==> src/rtl/cook_timer.sv <==
// Cook timer: counts a BCD m:ss cook time down once per TICK_CYCLES clocks.
// The cook time is chosen from four presets by `mode` while idle. Countdown can
// be paused and resumed, and it is cancelled whenever `idle` is high.
// Reaching 0:00 gives a single registered timerEnd pulse and parks in DONE.
//
// Handshake: start and idle are levels, sampled on every rising clk edge.
// idle=1 always wins: it cancels RUN, PAUSE or DONE, even in the same cycle as
// the final tick. start=1 with idle=0 runs the countdown. start=0 with idle=0
// pauses it.
module cook_timer #(
    parameter int          TICK_CYCLES = 100000000,
    parameter logic [11:0] PRESET0     = 12'h030,
    parameter logic [11:0] PRESET1     = 12'h100,
    parameter logic [11:0] PRESET2     = 12'h200,
    parameter logic [11:0] PRESET3     = 12'h500
) (
    input  logic       clk,
    input  logic       rst,
    input  logic [1:0] mode,
    input  logic       start,
    input  logic       idle,
    output logic       timerEnd,
    output logic [3:0] min_bcd,
    output logic [3:0] sec_tens,
    output logic [3:0] sec_ones,
    output logic       running,
    output logic       done,
    output logic [1:0] state_dbg
);

    localparam int PW = (TICK_CYCLES > 2) ? $clog2(TICK_CYCLES) : 1;
    localparam logic [PW-1:0] PRESC_LAST = PW'(TICK_CYCLES - 1);

    typedef enum logic [1:0] {
        S_IDLE  = 2'd0,
        S_RUN   = 2'd1,
        S_PAUSE = 2'd2,
        S_DONE  = 2'd3
    } state_t;

    state_t        state, state_nx;
    logic [11:0]   rem, rem_nx;
    logic [PW-1:0] presc, presc_nx;
    logic          end_nx;
    logic [11:0]   preset_sel;

    // Subtract one second from a {min, sec_tens, sec_ones} BCD value.
    // Callers never pass 0:00.
    function automatic logic [11:0] bcd_dec(input logic [11:0] t);
        logic [3:0] m, tn, on;
        m  = t[11:8];
        tn = t[7:4];
        on = t[3:0];
        if (on != 4'd0) begin
            on = on - 4'd1;
        end else begin
            on = 4'd9;
            if (tn != 4'd0) begin
                tn = tn - 4'd1;
            end else begin
                tn = 4'd5;
                m  = m - 4'd1;
            end
        end
        return {m, tn, on};
    endfunction

    // Preset lookup for the currently selected mode.
    always_comb begin
        case (mode)
            2'd0:    preset_sel = PRESET0;
            2'd1:    preset_sel = PRESET1;
            2'd2:    preset_sel = PRESET2;
            default: preset_sel = PRESET3;
        endcase
    end

    // Next-state and datapath decisions. idle is checked before start, the
    // zero-time check and the tick.
    always_comb begin
        state_nx = state;
        rem_nx   = rem;
        presc_nx = presc;
        end_nx   = 1'b0;
        case (state)
            S_IDLE: begin
                rem_nx = preset_sel;
                if (start && !idle) begin
                    state_nx = S_RUN;
                    presc_nx = '0;
                end
            end
            S_RUN: begin
                if (idle) begin
                    state_nx = S_IDLE;
                end else if (rem == 12'h000) begin
                    // A zero preset finishes at once, without a tick.
                    state_nx = S_DONE;
                    end_nx   = 1'b1;
                end else if (!start) begin
                    state_nx = S_PAUSE;
                end else if (presc == PRESC_LAST) begin
                    presc_nx = '0;
                    if (rem == 12'h001) begin
                        rem_nx   = 12'h000;
                        end_nx   = 1'b1;
                        state_nx = S_DONE;
                    end else begin
                        rem_nx = bcd_dec(rem);
                    end
                end else begin
                    presc_nx = presc + PW'(1);
                end
            end
            S_PAUSE: begin
                if (idle) begin
                    state_nx = S_IDLE;
                end else if (start) begin
                    state_nx = S_RUN;
                end
            end
            S_DONE: begin
                if (idle) begin
                    state_nx = S_IDLE;
                end
            end
            default: state_nx = S_IDLE;
        endcase
    end

    // State, remaining time, prescaler and the registered end pulse.
    always_ff @(posedge clk or negedge rst) begin
        if (!rst) begin
            state    <= S_IDLE;
            rem      <= PRESET0;
            presc    <= '0;
            timerEnd <= 1'b0;
        end else begin
            state    <= state_nx;
            rem      <= rem_nx;
            presc    <= presc_nx;
            timerEnd <= end_nx;
        end
    end

    assign min_bcd   = rem[11:8];
    assign sec_tens  = rem[7:4];
    assign sec_ones  = rem[3:0];
    assign running   = (state == S_RUN);
    assign done      = (state == S_DONE);
    assign state_dbg = state;

endmodule

==> config.mk <==
export PLATFORM = sky130hd
export DESIGN_NAME = cook_timer
export DESIGN_NICKNAME = d
export VERILOG_FILES = /design/src/rtl/cook_timer.sv
export SDC_FILE = /design/constraint.sdc
export NUM_CORES = 1
export LEC_CHECK = 0
export CORE_MARGIN = 1
export CORE_UTILIZATION = 62
export DETAILED_ROUTE_END_ITERATION = 16
export PLACE_DENSITY_LB_ADDON = 0.12
export SYNTH_ARGS = -nofsm -noshare
export SYNTH_HDL_FRONTEND = slang
export SYNTH_SLANG_ARGS = --single-unit
==> constraint.sdc <==
create_clock -name clk -period 4.24 [get_ports clk]
set_clock_uncertainty 0.2 [all_clocks]
set_input_delay 0.424 -clock clk [delete_from_list [all_inputs] [get_ports clk]]
set_output_delay 0.424 -clock clk [all_outputs]
set_load 0.05 [all_outputs]
**Run 1: where the registers sit**

Other sequential cells in the stronger grey, the rest of the logic in the fainter grey.
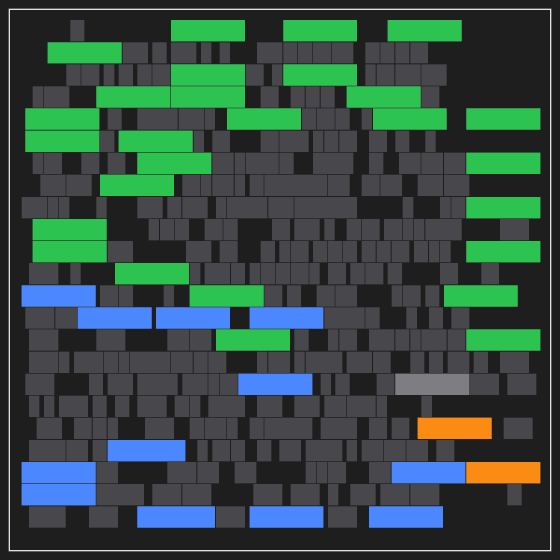
- presc: green (flops 27)
- rem: blue (flops 12)
- state_dbg: orange (flops 2)

**Run 1: clock distribution**

The bar under the picture is 20 um long.
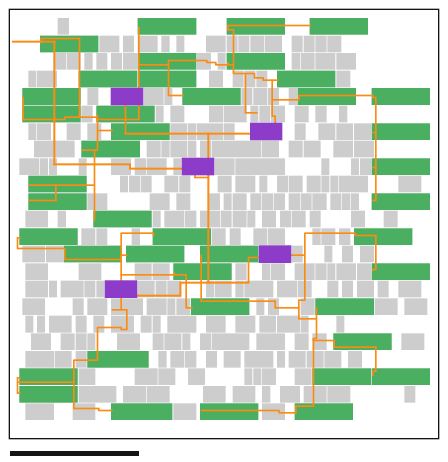
- flip-flops: green (count 42)
- clock drivers: purple (count 5)
- clock wires: orange (length 544 um)
- flops lie: all over the die
clock share of power: 26.9%
clock-net power: 0.274 mW
clk ins delay skew pair: 0.30 ns

**Run 1: clock wiring as the flow saved it**

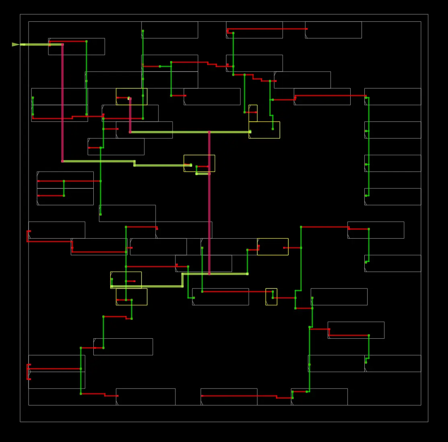
TritonCTS buffer count: 5
Clock Sinks: 42
sequential cells: 42

==> impl_metrics.tcl, run 1 <==
# collected from the flow reports
set metrics [dict create \
    ys_sh_adder_pct 3.40 \
    xor_share_pct 3.74 \
    netlist_instances 287 \
    fin_nets 319 \
    use_met1_pct 43.9 \
    holdWs_ns 0.0500 \
    clkTransAtPathRegs_ns 0.08 \
    fin_area_um2 2900 \
    slew_violations 0 \
    postRouteAntennaNets 0 \
    fp.coreArea_um2 4000 \
    num_io_pins 23 \
    arrival_ns 3.18 \
    common_cells "40 x dfrtp_1, 22 x nor2_1, 18 x a21oi_1, 18 x nand2_1, 18 x o21ai_0" \
    synthToLayoutAreaGrowth_pct 12.7 \
    rr_worst_depth 7 \
    die_area_um2 4420 \
    worstMarginPinSlew_ns 1.12 \
    grt_max_degree 43 \
    largest_reg_flops 27 \
    ys_ff 42 \
    critical_path_buf_inv_count 1 \
    synth_seq_share_pct 40.9 \
    outcome "finished clean" \
    nNonClkBuffers 23 \
    post_cts_buffers 0 \
    grt_pass1_wl_um 9720 \
    cts_resized 0 \
    p_sw_share_pct 35.6 \
    ys_top_logic_family "simple AND/OR/NAND/NOR gates" \
    start_kind "flip-flop" \
    pwr_density_cell_nw_per_um2 350 \
    drt-wirelength-per-cell_um 17.3 \
    yosysWarnings 0 \
    r2r_start "rem[4]$_DFFE_PN1P_" \
    cp-endpoint "rem[9]$_DFFE_PN0P_" \
    min_path_type "in -> async" \
    vdd_drop_max_mv 0.328 \
    combinationalPower_mw 0.287 \
    mux_share_pct 0 \
    route.met2.wl_um 2750 \
    hpwl_um 4340 \
    cp_cell_sequence "inv_1, ha_1, nor3b_1, a311oi_1, a31oi_4, or2_4, o32a_1" \
    grtUsageMet2_pct 44.4 \
    critPathRequiredTime_ns 4.28 \
    max_freq_mhz 319 \
    cp-end-kind "flip-flop" \
    warnings 29 \
    largest_register "presc" \
    fp_nets 300 \
    holdBufCountCts 0 \
    route.detailed.drc 0 \
    simple_gate_area_share_pct 28.3 \
    drt_iter0_drc 313 \
    cts.path.max_buffers 2 \
    slew_headroom_pct 24.5 \
    fp_util_pct 64.4 \
    portBuffers 22 \
    met1_length_um 2870 \
    antenna_found_initial 0 \
    comb.multi_input.count 220 \
    top_cell_area_share_pct 38.8 \
]
## Run 2: what changed since run 1
--- a/config.mk
+++ b/config.mk
@@ -6,7 +6,7 @@
 export NUM_CORES = 1
 export LEC_CHECK = 0
 export CORE_MARGIN = 1
-export CORE_UTILIZATION = 62
+export CORE_UTILIZATION = 52
 export DETAILED_ROUTE_END_ITERATION = 16
 export PLACE_DENSITY_LB_ADDON = 0.12
 export SYNTH_ARGS = -nofsm -noshare
==> constraint.sdc (replaced) <==
create_clock -name clk -period 2.85 [get_ports clk]
set_clock_uncertainty 0.2 [all_clocks]
set_input_delay 0.285 -clock clk [delete_from_list [all_inputs] [get_ports clk]]
set_output_delay 0.285 -clock clk [all_outputs]
set_load 0.05 [all_outputs]
==> run 2 against run 1 <==
Net effect: flip-flop count is the same; worst hold slack gained 0.28 ns; cell area grew 6.5%; clock power grew about 50%; first-iteration DRC count shrank 2.2%; final cell count grew 10%; sequential share of layout area shrank 2.0 points; critical endpoint is now rem[10]$_DFFE_PN0P_.
==> impl_metrics.tcl, run 2 <==
# collected from the flow reports
set metrics [dict create \
    grt_max_degree 43 \
    cts_resized 0 \
    route.met2.wl_um 2830 \
    clock.latency.late_pin_ns 0.30 \
    start_kind "flip-flop" \
    largest_reg_flops 27 \
    fin_area_um2 3090 \
    cp-end-kind "flip-flop" \
    finalHoldViolCount 0 \
    combinationalPower_mw 0.476 \
    ys_ff 42 \
    antenna_found_initial 0 \
    power_leader "sequential cells" \
    fp.coreArea_um2 4750 \
    synth_seq_share_pct 40.9 \
    xor_share_pct 3.74 \
    fin_nets 339 \
    cp_cell_sequence "inv_1, ha_1, nor3b_1, a311oi_1, buf_4, a31oi_4, a2111oi_0, buf_4, o22a_1" \
    vias 2409 \
    top_cell_area_share_pct 38.8 \
    dieWidth_um 72.4 \
    ys_cells 287 \
    pwr_density_cell_nw_per_um2 507 \
    numCtsBuffers 5 \
    ys_types 53 \
    htree_levels 2 \
    route.detailed.drc 0 \
    rsz0062_at_grt "false" \
    root_buffer "clkbuf_8" \
    dieHeight_um 72.4 \
    synth_area_leader_cell "dfrtp_1" \
    synthToLayoutAreaGrowth_pct 20.0 \
    ys_sh_adder_pct 3.40 \
    cp-endpoint "rem[10]$_DFFE_PN0P_" \
    crit_family "AND-OR/OR-AND gates" \
    die_area_um2 5240 \
    postRouteAntennaNets 0 \
    grtUsageMet2_pct 39.5 \
    min_path_type "reg -> reg" \
    simple_gate_area_share_pct 28.3 \
    critical_path_buf_inv_count 3 \
    netlist_instances 287 \
    power.share.clock_pct 26.2 \
    comb.multi_input.count 220 \
    largest_register "presc" \
    worstMarginPinSlew_ns 0.949 \
    gp_congestion 0.873 \
    viasPerCell 6.11 \
    mux_share_pct 0 \
    drt_iter0_drc 306 \
    post_cts_buffers 0 \
    critPathRequiredTime_ns 2.89 \
    yosys_area_um2 2580 \
    yosys_most_used_dff "dfrtp_1" \
    portBuffers 22 \
    clkTransAtPathRegs_ns 0.08 \
    place_area_um2 2980 \
    vdd_drop_max_mv 0.315 \
    rr_worst_depth 9 \
    top_layer "met4" \
    path_max_fanout 5 \
    ys_top_logic_family "simple AND/OR/NAND/NOR gates" \
    hpwl_um 4560 \
    p_int_mw 1.01 \
    dr.pass1.iters 5 \
    fp_util_pct 54.2 \
    flops 42 \
    drt-wirelength-per-cell_um 16.4 \
    holdPathStages 2 \
    r2r_start "rem[4]$_DFFE_PN1P_" \
    num_io_pins 23 \
    use_met1_pct 40.8 \
    met1_length_um 3200 \
    hold_path_end "presc[1]$_DFFE_PN0P_" \
    fp_nets 300 \
    p_sw_share_pct 35.5 \
    holdWs_ns 0.325 \
    max_freq_mhz 377 \
    yosysWarnings 0 \
    clkSinkCount 42 \
    cts.path.max_buffers 2 \
    reg2reg_to "rem[10]$_DFFE_PN0P_" \
    setup_tns_ns 0 \
    common_cells "40 x dfrtp_1, 22 x nor2_1, 18 x a21oi_1, 18 x nand2_1, 18 x o21ai_0" \
    outcome "finished clean" \
    top_cell "dfrtp_1" \
    slew_violations 0 \
    slew_headroom_pct 36.7 \
    nNonClkBuffers 43 \
    arrival_ns 2.70 \
    grtUsageMet3_pct 4.31 \
    grt_pass1_wl_um 11000 \
    holdBufCountCts 1 \
    leakagePower_nw 1.25 \
    warnings 29 \
]
**Run 2: selected gate families**

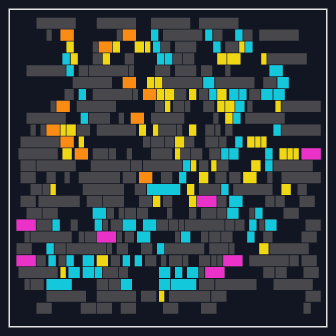
- aoi and oai cells: cyan (cells 62; where all over the die)
- xor and xnor cells: orange (cells 11; most used xor2_1)
- fa/ha/maj cells: magenta (cells 7; most used ha_1)
- nand cells: yellow (cells 50; most used nand2_1)
multi-input combinational area share: 46.1%
post-route insts no fill: 394
Top cell excl fill/tap: dfrtp_1

**Run 2: clock wiring as the flow saved it**

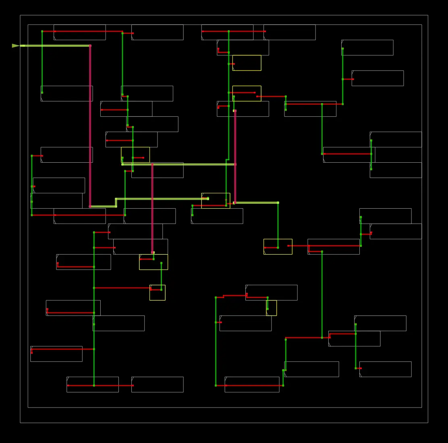
clock-net power: 0.410 mW
CLK BUF: 6

Power is estimated from default activity; no workload was simulated.
